--- config.mk ---
export PLATFORM = sky130hd
export DESIGN_NAME = p2s_converter
export DESIGN_NICKNAME = d
export VERILOG_FILES = /design/src/rtl/p2s_converter.sv
export SDC_FILE = /design/constraint.sdc
export NUM_CORES = 1
export LEC_CHECK = 0
export CAP_MARGIN = 20
export CORE_AREA = 5 5 42 44
export CTS_CLUSTER_DIAMETER = 150
export CTS_CLUSTER_SIZE = 25
export DETAILED_ROUTE_END_ITERATION = 16
export DIE_AREA = 0 0 47 49
export GPL_TIMING_DRIVEN = 0
export PLACE_DENSITY = 0.71
export SYNTH_ARGS = -nofsm -noshare
export SYNTH_HDL_FRONTEND = slang
export SYNTH_SLANG_ARGS = --single-unit
--- constraint.sdc ---
create_clock -name clk -period 1.02 [get_ports clk]
set_input_delay 0.204 -clock clk [delete_from_list [all_inputs] [get_ports clk]]
set_output_delay 0.204 -clock clk [all_outputs]
set_load 0.02 [all_outputs]
--- src/rtl/p2s_converter.sv ---
// Parallel-to-serial converter: accepts one N-bit word on a valid/ready port
// and emits it one bit per accepted serial beat, one word in flight at a time.
module p2s_converter #(
  parameter int N         = 4,
  parameter bit MSB_FIRST = 1'b0
) (
  input  logic         clk,
  input  logic         rstn,
  input  logic [N-1:0] par_data,
  input  logic         par_valid,
  output logic         par_ready,
  output logic         ser_data,
  output logic         ser_valid,
  input  logic         ser_ready
);

  localparam int CW = $clog2(N + 1);

  typedef enum logic {IDLE, SHIFT} state_t;

  state_t         r_state;
  logic [N-1:0]   r_shift;
  logic [CW-1:0]  r_cnt;

  logic [N-1:0]   w_next;
  logic           w_next_bit;
  logic           w_first;
  logic           w_beat;
  logic           w_last;

  // The bit on ser_data always sits at the outgoing end of r_shift, so the
  // next bit is simply the one shifted into that position.
  assign w_next     = MSB_FIRST ? (r_shift << 1) : (r_shift >> 1);
  assign w_next_bit = MSB_FIRST ? w_next[N-1] : w_next[0];
  assign w_first    = MSB_FIRST ? par_data[N-1] : par_data[0];
  assign w_beat     = ser_valid && ser_ready;
  assign w_last     = (r_cnt == CW'(1));

  always_ff @(posedge clk) begin
    if (rstn) begin
      r_state   <= IDLE;
      r_shift   <= '0;
      r_cnt     <= '0;
      ser_valid <= 1'b0;
      ser_data  <= 1'b0;
      par_ready <= 1'b0;
    end else begin
      case (r_state)
        IDLE: begin
          // par_ready rises here on the first edge out of reset
          par_ready <= 1'b1;
          if (par_valid && par_ready) begin
            r_state   <= SHIFT;
            r_shift   <= par_data;
            r_cnt     <= CW'(N);
            ser_valid <= 1'b1;
            ser_data  <= w_first;
            par_ready <= 1'b0;
          end
        end
        SHIFT: begin
          if (w_beat) begin
            if (w_last) begin
              r_state   <= IDLE;
              r_cnt     <= '0;
              ser_valid <= 1'b0;
              ser_data  <= 1'b0;
              par_ready <= 1'b1;
            end else begin
              r_shift   <= w_next;
              r_cnt     <= r_cnt - CW'(1);
              ser_data  <= w_next_bit;
            end
          end
        end
        default: begin
          r_state   <= IDLE;
          ser_valid <= 1'b0;
          ser_data  <= 1'b0;
          par_ready <= 1'b0;
        end
      endcase
    end
  end

endmodule

### Signal wires on met2, run 1

Cells faint in the background.
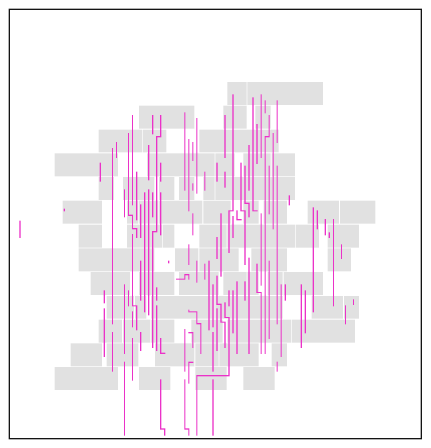
The layer carries 587 um of wire. The layer holds 45% of the routed length. The wires run mostly vertical.
met2 usage: 16.1%
final wirelength: 1.30 mm
vias post-DR: 463

### I/O nets highlighted, run 1

Bar = 10 um.
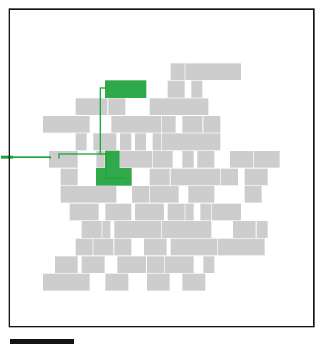
Green shows ser_ready, bits 1, direction input, end cells 4, wire 32.0 um.
io pins: 11
port bufs: 9

==> summary.txt, run 1 <==
impl run done, here's what came out: fin area 771 um2, Clock Buffer Count 3, failing checks setup timing, Top cells by area dfxtp_1 (41%), a211oi_1 (7.6%), mux2i_1 (6.1%), Nets at Floorplan 64, CP Data Required Time 1180 ps, delay-heaviest family, CP flip-flops, Critical Path End r_shift[3], part of the power in registers 48.2%, flop-to-flop setup slack -50 ps, postcts setup bufs 2, NumNets Final a little over 80, Internal 659 uW, Worst Slack Setup Final -52.4 ps, gr ovfl total 0, Detail Route Antenna Nets 0, DR iter-0 viols 11, post-CTS sizing 26, yosys aoi share 20.1%, area grow syn2layout 56.3%, fin crit period 1070 ps, CP Capture Type flip-flop, worst rel slew slack 84.9%, core area 1400 um2, post-synthesis cell count 54, post-synth top area cell dfxtp_1, # Cells Yosys between 50 and 60, # setup viols final 6, Crit. path cell count 5, H-tree depth 1, Clk network pwr share 30.5%, startpoint of the worst hold path rstn, pre-CTS WS -405 ps, IR drop worst, VDD 0.648 mV, met3 wire length about 60 um, Synth Area in Simple Gates 20.6%, DRC 0, Post-synth EDFFs 0, HP Class primary input to flip-flop, Top logic family simple AND/OR/NAND/NOR gates, WL met1 628 um, combinational share of cell area between 40% and 50%, result of the run finished, violations left
### Signal wires on met1, run 1

Supply wires on this layer in gray. Cells faint in the background.
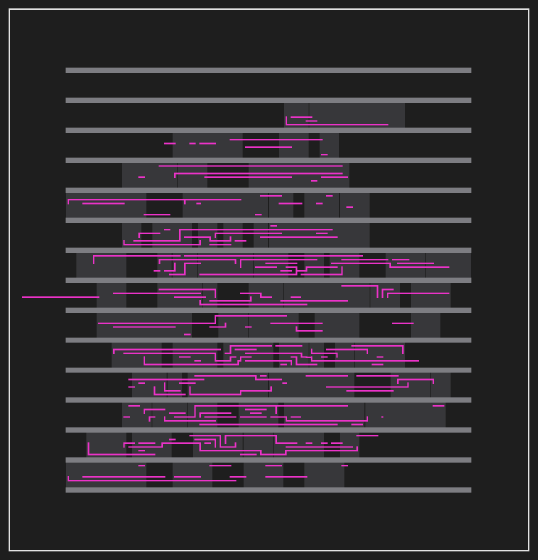
71 nets have wire on it. The wires run mostly horizontal. The longest straight run is 16.6 um.

## Run 2: what changed since run 1
- HOLD_SLACK_MARGIN: default -> 0.08
### Signal wires on met1, run 2

Supply wires on this layer in gray. Cells faint in the background.
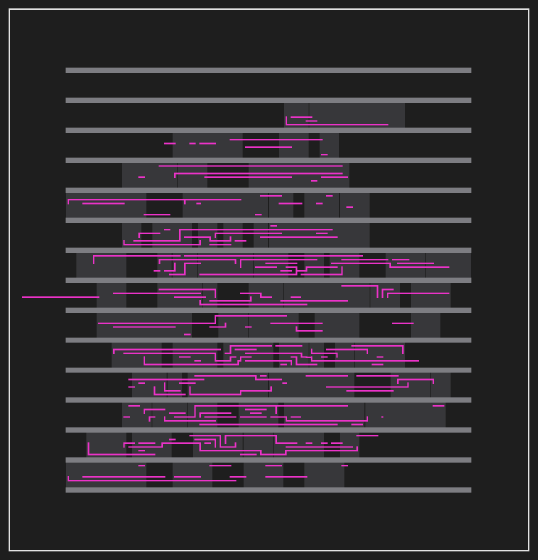
The wires run mostly horizontal. The layer holds 48% of the routed length. 71 nets have wire on it. The layer carries 629 um of wire. The longest straight run is 16.6 um.
met1 GRT Util: 15.9%

### Signal wires on met2, run 2

Cells faint in the background.
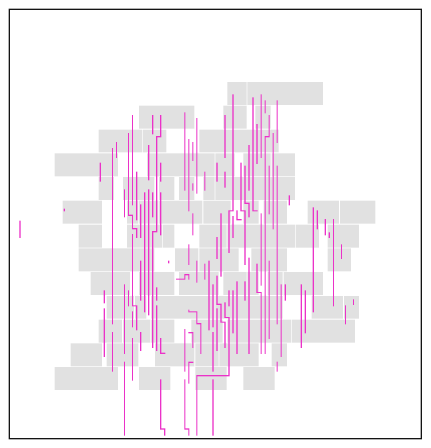
The wires run mostly vertical. The layer carries 587 um of wire. The layer holds 45% of the routed length. 70 nets have wire on it.

==> run 2 against run 1 <==
  * Highest routed layer unchanged
  * Utilization is the same
  * Clock-buffer cell count unchanged
  * Non-clock buffer count stayed put
  * Largest power group unchanged
  * Cell count is the same
  * Largest cell class unchanged
  * Critical path type unchanged
  * Combinational power about the same
  * Die area did not move
  * The run still ends with setup timing left
==> summary.txt, run 2 <==
impl run done, here's what came out: # Cells Yosys 54 (unchanged), DR iter-0 viols 11 (unchanged), gr ovfl total 0 (unchanged), Clk network pwr share 30.5% (about the same), worst rel slew slack 84.9% (unchanged), final wirelength 1.30 mm (unchanged), Worst Slack Setup Final -52.4 ps (unchanged), fin area 771 um2 (unchanged), Critical Path End r_shift[3], failing checks setup timing, io pins 11 (unchanged), post-CTS sizing 26 (unchanged), HP Class primary input to flip-flop, area grow syn2layout 56.3% (unchanged), # setup viols final 6 (unchanged), CP Data Required Time 1180 ps (about the same), DRC 0 (unchanged), Top logic family simple AND/OR/NAND/NOR gates, met3 wire length 60 um (unchanged), CP Capture Type flip-flop, post-synthesis cell count 54 (unchanged), H-tree depth 1 (unchanged), combinational share of cell area 47.7% (unchanged), result of the run finished, violations left, Crit. path cell count 5 (unchanged)
Power is estimated from default activity; no workload was simulated.
